--- src/rtl/alu_issue.sv ---
// Issue stage for an external combinational ALU: accepts one request, registers operands,
// captures the ALU result one cycle later and holds it until the consumer takes it.
package alu_issue_pkg;
  localparam int unsigned WORD_W = 32;
  typedef logic [WORD_W-1:0] word_t;
  typedef enum logic [3:0] {
    ALU_SLL = 4'd0,
    ALU_SRL = 4'd1,
    ALU_SRA = 4'd2,
    ALU_ADD = 4'd3,
    ALU_SUB = 4'd4,
    ALU_AND = 4'd5,
    ALU_OR  = 4'd6,
    ALU_XOR = 4'd7
  } aluop_t;
endpackage

module alu_issue
  import alu_issue_pkg::*;
#(
  parameter int unsigned OVF_CNT_W = 8
) (
  input  logic                 CLK,
  input  logic                 RST,
  input  logic                 req_valid,
  output logic                 req_ready,
  input  aluop_t               req_op,
  input  word_t                req_a,
  input  word_t                req_b,
  input  logic                 req_chain,
  output logic                 resp_valid,
  input  logic                 resp_ready,
  output word_t                resp_out,
  output logic                 resp_neg,
  output logic                 resp_over,
  output logic                 resp_zero,
  output word_t                alu_in1,
  output word_t                alu_in2,
  output aluop_t               aluop,
  input  word_t                alu_out,
  input  logic                 neg_f,
  input  logic                 over_f,
  input  logic                 zero_f,
  output logic [15:0]          op_cnt,
  output logic [OVF_CNT_W-1:0] ovf_cnt
);

  typedef enum logic [1:0] {
    IDLE = 2'd0,
    EXEC = 2'd1,
    RESP = 2'd2
  } state_t;

  localparam logic [OVF_CNT_W-1:0] OVF_MAX = {OVF_CNT_W{1'b1}};

  state_t state;
  word_t  last_q;
  logic   accept;

  // A held response blocks new work unless it drains in the same cycle.
  assign req_ready = (state != EXEC) && (!resp_valid || resp_ready);
  assign accept    = req_valid && req_ready;

  always_ff @(posedge CLK) begin
    if (RST) begin
      state      <= IDLE;
      resp_valid <= 1'b0;
      resp_out   <= '0;
      resp_neg   <= 1'b0;
      resp_over  <= 1'b0;
      resp_zero  <= 1'b0;
      alu_in1    <= '0;
      alu_in2    <= '0;
      aluop      <= ALU_SLL;
      last_q     <= '0;
      op_cnt     <= '0;
      ovf_cnt    <= '0;
    end else begin
      case (state)
        IDLE: begin
          if (accept) begin
            aluop   <= req_op;
            alu_in1 <= req_chain ? last_q : req_a;
            alu_in2 <= req_b;
            state   <= EXEC;
          end
        end
        EXEC: begin
          resp_out   <= alu_out;
          resp_neg   <= neg_f;
          resp_over  <= over_f;
          resp_zero  <= zero_f;
          resp_valid <= 1'b1;
          last_q     <= alu_out;
          op_cnt     <= op_cnt + 16'(1);
          if (over_f && (ovf_cnt != OVF_MAX)) begin
            ovf_cnt <= ovf_cnt + OVF_CNT_W'(1);
          end
          state      <= RESP;
        end
        RESP: begin
          // Drain and the next accept can share a cycle, so there is no bubble.
          if (resp_ready) begin
            resp_valid <= 1'b0;
            if (accept) begin
              aluop   <= req_op;
              alu_in1 <= req_chain ? last_q : req_a;
              alu_in2 <= req_b;
              state   <= EXEC;
            end else begin
              state   <= IDLE;
            end
          end
        end
        default: state <= IDLE;
      endcase
    end
  end

endmodule

--- config.mk ---
export PLATFORM = sky130hd
export DESIGN_NAME = alu_issue
export DESIGN_NICKNAME = d
export VERILOG_FILES = /design/src/rtl/alu_issue.sv
export SDC_FILE = /design/constraint.sdc
export NUM_CORES = 1
export LEC_CHECK = 0
export CORE_UTILIZATION = 30
export CTS_BUF_LIST = sky130_fd_sc_hd__clkbuf_2
export DETAILED_ROUTE_END_ITERATION = 7
export PLACE_DENSITY_LB_ADDON = 0.2
export RECOVER_POWER = 100
export SLEW_MARGIN = 0
export SYNTH_ARGS = -nofsm -noshare
export SYNTH_HDL_FRONTEND = slang
export SYNTH_SLANG_ARGS = --single-unit
--- constraint.sdc ---
create_clock -name CLK -period 1.95 [get_ports CLK]
set_clock_uncertainty 0.05 [all_clocks]
set_input_delay 0.2925 -clock CLK [delete_from_list [all_inputs] [get_ports CLK]]
set_output_delay 0.2925 -clock CLK [all_outputs]
set_load 0.02 [all_outputs]
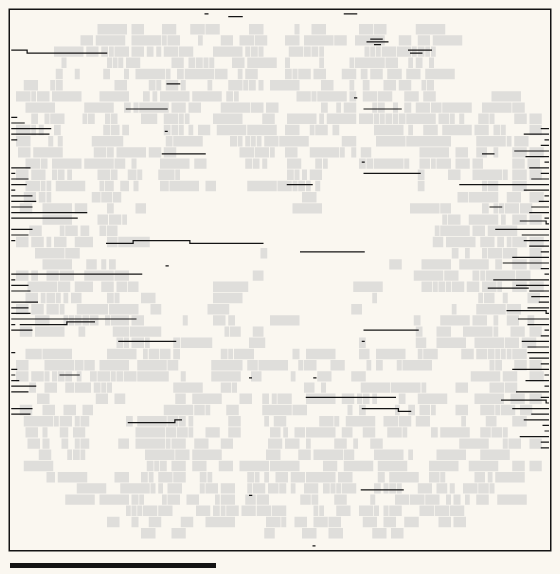
(signal wires on met3)
Bar = 50 µm.
- share of all routed wire: 5.0%
- nets with wire on the layer: 113
- longest straight run: 31.5 µm
- wire length on this layer: 776 µm

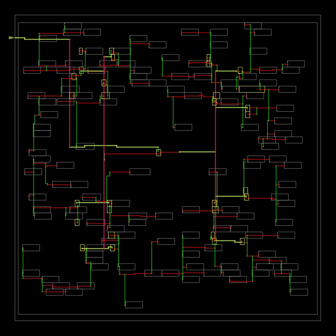
(clock routing)
flip-flop and latch count: 130
total CTS buffers: 17
Sink Count: 130

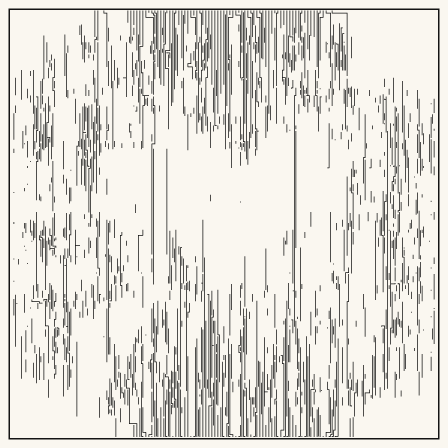
(metal 2)
- wire length on this layer: 8010 µm
- main direction: vertical
- nets with wire on the layer: 797
- longest straight run: 78.9 µm
vias post-DR: 4931
total detailed-routing wirelength: 15500 µm

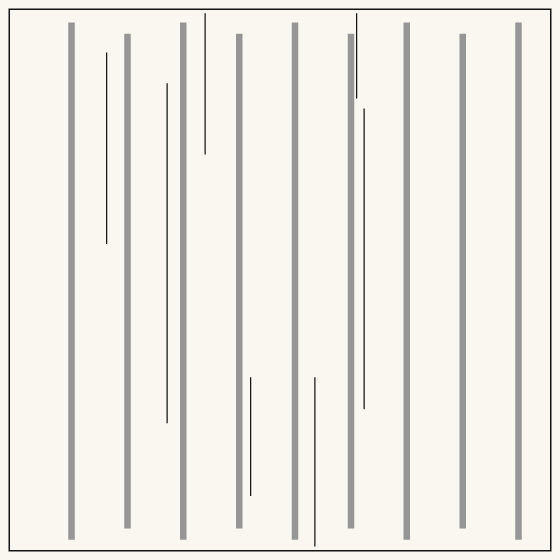
(the metal 4 layer)
Supply wires on this layer in gray.
- share of all routed wire: 2.1%
- longest straight run: 82.3 µm
- wire length on this layer: 325 µm
- main direction: vertical
- nets with wire on the layer: 6

per-stage QoR:
stage / cell area (µm²) / power [W] / util, % / setup WS [ns] / std cells
2_1_floorplan: 5000 / 0.00351 / - / 0.0775 / 589
4_1_cts: 7780 / 0.00551 / 48.5 / -0.0375 / 1054
5_1_grt: 7820 / 0.00574 / 48.7 / -0.0356 / 1057
6_report: 7820 / 0.00542 / 48.7 / 0.0611 / 1057
3_5_place_dp: 7740 / 0.00420 / 48.2 / 0.0178 / 1022
3_3_place_gp: 7740 / 0.00418 / 48.2 / 0.0263 / 1022
sequential cells by signal, indices dropped and copies added, names as in the netlist, 2 cells and up:
name and flops:
last_q 32, ovf_cnt 8, state 2, op_cnt 16, aluop 4, alu_in2 32, alu_in1 32
cells by family after synthesis:
group	share of synthesized area (%)
AND/OR/NAND/NOR	20.3
multiplexers	6.83
adder cells (fa/ha/maj)	0.500
buffers and inverters	3.48
flip-flops	52.0
XOR/XNOR	2.80
AND-OR/OR-AND	14.1
cells in the final DEF (no fill, tap or decap), types with 5 or more instances in the layout:
| master | Yosys | layout |
|---|---|---|
| dfxtp_1 | 130 | 122 |
| a21oi_1 | 78 | 76 |
| mux2i_1 | 33 | 33 |
| buf_12 | 0 | 6 |
| dlygate4sd2_1 | 0 | 122 |
| xor2_1 | 6 | 6 |
| nand2_1 | 150 | 150 |
| xnor2_1 | 10 | 10 |
| dfxtp_2 | 0 | 7 |
| nor2_1 | 54 | 54 |
| a211oi_1 | 33 | 33 |
| clkbuf_2 | 0 | 20 |
| nor3_1 | 5 | 5 |
| buf_4 | 0 | 21 |
| clkdlybuf4s50_1 | 0 | 105 |
| o21ai_0 | 6 | 6 |
critical path: stages, from the launching register on:
cell and delay, ns:
dfxtp_4 0.39, buf_4 0.14, nand3b_4 0.18, or4_4 0.56
or3_1 0.39, a21oi_2 0.14
power by group:
part	leakage (nW)	internal, W	switching, W
Sequential	1.07	0.00281	0.0000877
Combinational	2.30	0.000530	0.000603
Clock	0.115	0.000430	0.000958
Total	3.48	0.00377	0.00165
what timing repair did:
item / in CTS / in global routing
gates cloned: 0 / 0
endpoints found under the setup margin: 129 / 9
pin swaps: 0 / 1
gates resized: 144 / 12
endpoints found under the hold margin: 18 / 0
buffers inserted: 0 / 3
hold buffers: 1 / 0
how the worst max path moves through the flow:
stage | slack, ns | endpoint | cells past startpoint
finish | 0.06 | op_cnt[15] | 5
global route | -0.04 | req_ready | 4
CTS | -0.04 | req_ready | 4
detailed placement | 0.02 | req_ready | 4
global placement | 0.03 | req_ready | 4
floorplan | 0.08 | op_cnt[13] | 4
cell type report:
| type | count | area, µm² |
|---|---|---|
| clock inverter | 13 | 96.3 |
| tap | 216 | 270 |
| timing repair buffer | 263 | 2480 |
| sequential | 130 | 2620 |
| fill | 1559 | 8240 |
| clock buffer | 18 | 90.1 |
| multi-input combinational | 413 | 2250 |
| inverter | 4 | 15.0 |
per-layer routing:
metal	vias up	global-route usage, %	share of wire [%]
li1	2482	-	-
met1	2275	20.1	41
met2	151	33.3	52
met3	23	4.67	5.0
met4	0	7.39	2.1
met5	-	0	0
==> report_table.html <==
<h3>Run summary</h3>
<table>
<tr><th>Metric</th><th>Value</th></tr>
<tr><th colspan="2">Yosys</th></tr>
<tr><td>Post-synth tally of flip-flops with integrated enable</td><td>0</td></tr>
<tr><td>Dominant cell by count in the synthesized netlist</td><td>nand2_1</td></tr>
<tr><td>Area share of the largest cell type after synthesis</td><td>52.0%</td></tr>
<tr><td>Ranking of synthesized cells by instance count</td><td>nand2_1 (150), dfxtp_1 (130), a21oi_1 (78)</td></tr>
<tr><td>Gate Count Post-Synth</td><td>589</td></tr>
<tr><td>Async set-reset flop share out of synthesis</td><td>0%</td></tr>
<tr><td>Library cells used by synthesis</td><td>35</td></tr>
<tr><td>Synthesized Nets</td><td>699</td></tr>
<tr><td>Cells in synth_stat.txt</td><td>589</td></tr>
<tr><td>Cell taking the most area after synthesis</td><td>dfxtp_1</td></tr>
<tr><td>Biggest area cells</td><td>dfxtp_1 (52%), nand2_1 (11%), a21oi_1 (7.8%), mux2i_1 (6.6%), a211oi_1 (5.0%)</td></tr>
<tr><td>Synth Area per Inst</td><td>8.49 µm²</td></tr>
<tr><td>Top_reg_cell synth</td><td>dfxtp_1</td></tr>
<tr><td>Total cell area reported by yosys after synthesis</td><td>5000 µm²</td></tr>
<tr><td>Post-synthesis instance area</td><td>5000 µm²</td></tr>
<tr><td>Fraction of the yosys area taken by sequential cells</td><td>52.0%</td></tr>
<tr><td>Total of warnings raised by yosys</td><td>0</td></tr>
<tr><td>Register bit total from synthesis</td><td>130</td></tr>
<tr><th colspan="2">Placement</th></tr>
<tr><td>Final HPWL from detailed placement</td><td>11300 µm</td></tr>
<tr><td>GPL Wtd Cong</td><td>0.793</td></tr>
<tr><td>Number of buffers inserted by port buffering</td><td>236</td></tr>
<tr><th colspan="2">Final timing</th></tr>
<tr><td>Hold violation total from the final report</td><td>0</td></tr>
<tr><td>Tightest Pin Transition</td><td>0.438 ns</td></tr>
<tr><td>Hold WS</td><td>0.102 ns</td></tr>
<tr><td>Setup repair after global routing missed its margin</td><td>yes</td></tr>
<tr><td>Relative slew slack</td><td>70.8%</td></tr>
<tr><td>Fmax</td><td>0.529 GHz</td></tr>
<tr><td>Aggregate negative setup slack</td><td>0 ns</td></tr>
<tr><td>Final clock period utilization by the worst path</td><td>96.9%</td></tr>
<tr><td>Final setup violating endpoints</td><td>0</td></tr>
<tr><td>Crit path time final</td><td>1.89 ns</td></tr>
<tr><td>Max-slew violation count</td><td>0</td></tr>
<tr><th colspan="2">Global route</th></tr>
<tr><td>Wire length of the first global-routing pass</td><td>25100 µm</td></tr>
<tr><td>Number of antenna violations at the first check in global routing</td><td>0</td></tr>
<tr><td>Number of global-route vias before repair</td><td>4870</td></tr>
<tr><td>All-Layer GR Usage</td><td>18.3%</td></tr>
<tr><td>Sum of overflow across all layers after global routing</td><td>0</td></tr>
<tr><td>Largest net degree at the start of global routing</td><td>47</td></tr>
<tr><th colspan="2">Die</th></tr>
<tr><td>X dimension of the die</td><td>131 µm</td></tr>
<tr><td>Core Footprint</td><td>16100 µm²</td></tr>
<tr><td>Die H</td><td>131 µm</td></tr>
<tr><td>Number of placed I/O pins</td><td>237</td></tr>
<tr><td>Pre-placement core utilization</td><td>31.2%</td></tr>
<tr><td>Row cnt</td><td>46</td></tr>
<tr><td>Total die size</td><td>17200 µm²</td></tr>
<tr><th colspan="2">Clock tree</th></tr>
<tr><td># H-tree levels</td><td>4</td></tr>
<tr><td>Clock tree root buffer cell</td><td>clkbuf_2</td></tr>
<tr><td>Clk slew on worst S/H paths</td><td>0.18 ns</td></tr>
<tr><td>Clock tree from TritonCTS</td><td>built</td></tr>
<tr><td>Clock network latency to the later pin of the worst-skew pair</td><td>0.67 ns</td></tr>
<tr><td>Bufs on Longest Clock Path</td><td>2</td></tr>
<tr><th colspan="2">Layout</th></tr>
<tr><td>Area growth syn-to-layout</td><td>56.2%</td></tr>
<tr><td>Final layout net count</td><td>939</td></tr>
<tr><td>Fraction of layout instances using a drive strength above 1</td><td>9.27%</td></tr>
<tr><td>Antenna diode instance count</td><td>0</td></tr>
<tr><th colspan="2">Hold path</th></tr>
<tr><td>Min-Delay Path Class</td><td>in2reg</td></tr>
<tr><td>Origin of the worst min-delay path</td><td>req_b[30]</td></tr>
<tr><td>Worst hold path endpoint</td><td>alu_in2[30]</td></tr>
<tr><td>Number of cells traversed by the worst hold path</td><td>3</td></tr>
<tr><th colspan="2">Routing</th></tr>
<tr><td>Starting DRC count in detailed routing</td><td>163</td></tr>
<tr><td>Count of unresolved DRC violations after routing</td><td>0</td></tr>
<tr><td>Number of vias per cell</td><td>4.67</td></tr>
<tr><td>Avg WL per Cell</td><td>14.7 µm</td></tr>
<tr><td>Initial DRT Pass Iterations</td><td>4</td></tr>
<tr><td>Remaining antenna violation count</td><td>0</td></tr>
<tr><th colspan="2">Power</th></tr>
<tr><td>Power density relative to cell area</td><td>694 nW/µm²</td></tr>
<tr><td>IR Drop Worst-Case VDD</td><td>0.347 mV</td></tr>
<tr><td>Leakage dissipation</td><td>3.48 nW</td></tr>
<tr><th colspan="2">Setup path</th></tr>
<tr><td>Highest fanout seen on the critical path</td><td>6</td></tr>
<tr><td>Worst R2R Setup Slack</td><td>0.06 ns</td></tr>
<tr><td>Element type at the critical path end</td><td>flop</td></tr>
<tr><td>CP arrival</td><td>2.45 ns</td></tr>
<tr><td>Worst R2R Path Depth</td><td>5</td></tr>
<tr><td>Critical Path Source</td><td>state[1]</td></tr>
<tr><td>Required time of the worst setup path</td><td>2.51 ns</td></tr>
<tr><td>Crit Path Category</td><td>reg2reg</td></tr>
<tr><td>Launch point of the worst reg-to-reg path</td><td>state[1]</td></tr>
<tr><td>Kind of start point of the critical path</td><td>flop</td></tr>
<tr><td>Reg-to-Reg End</td><td>op_cnt[15]</td></tr>
<tr><th colspan="2">Job</th></tr>
<tr><td>Max-capacitance violation count</td><td>0</td></tr>
<tr><td>Total tool warning count</td><td>28</td></tr>
<tr><th colspan="2">Status</th></tr>
<tr><td>Outcome</td><td>finished, final reports clean</td></tr>
</table>
Power is estimated from default activity; no workload was simulated.
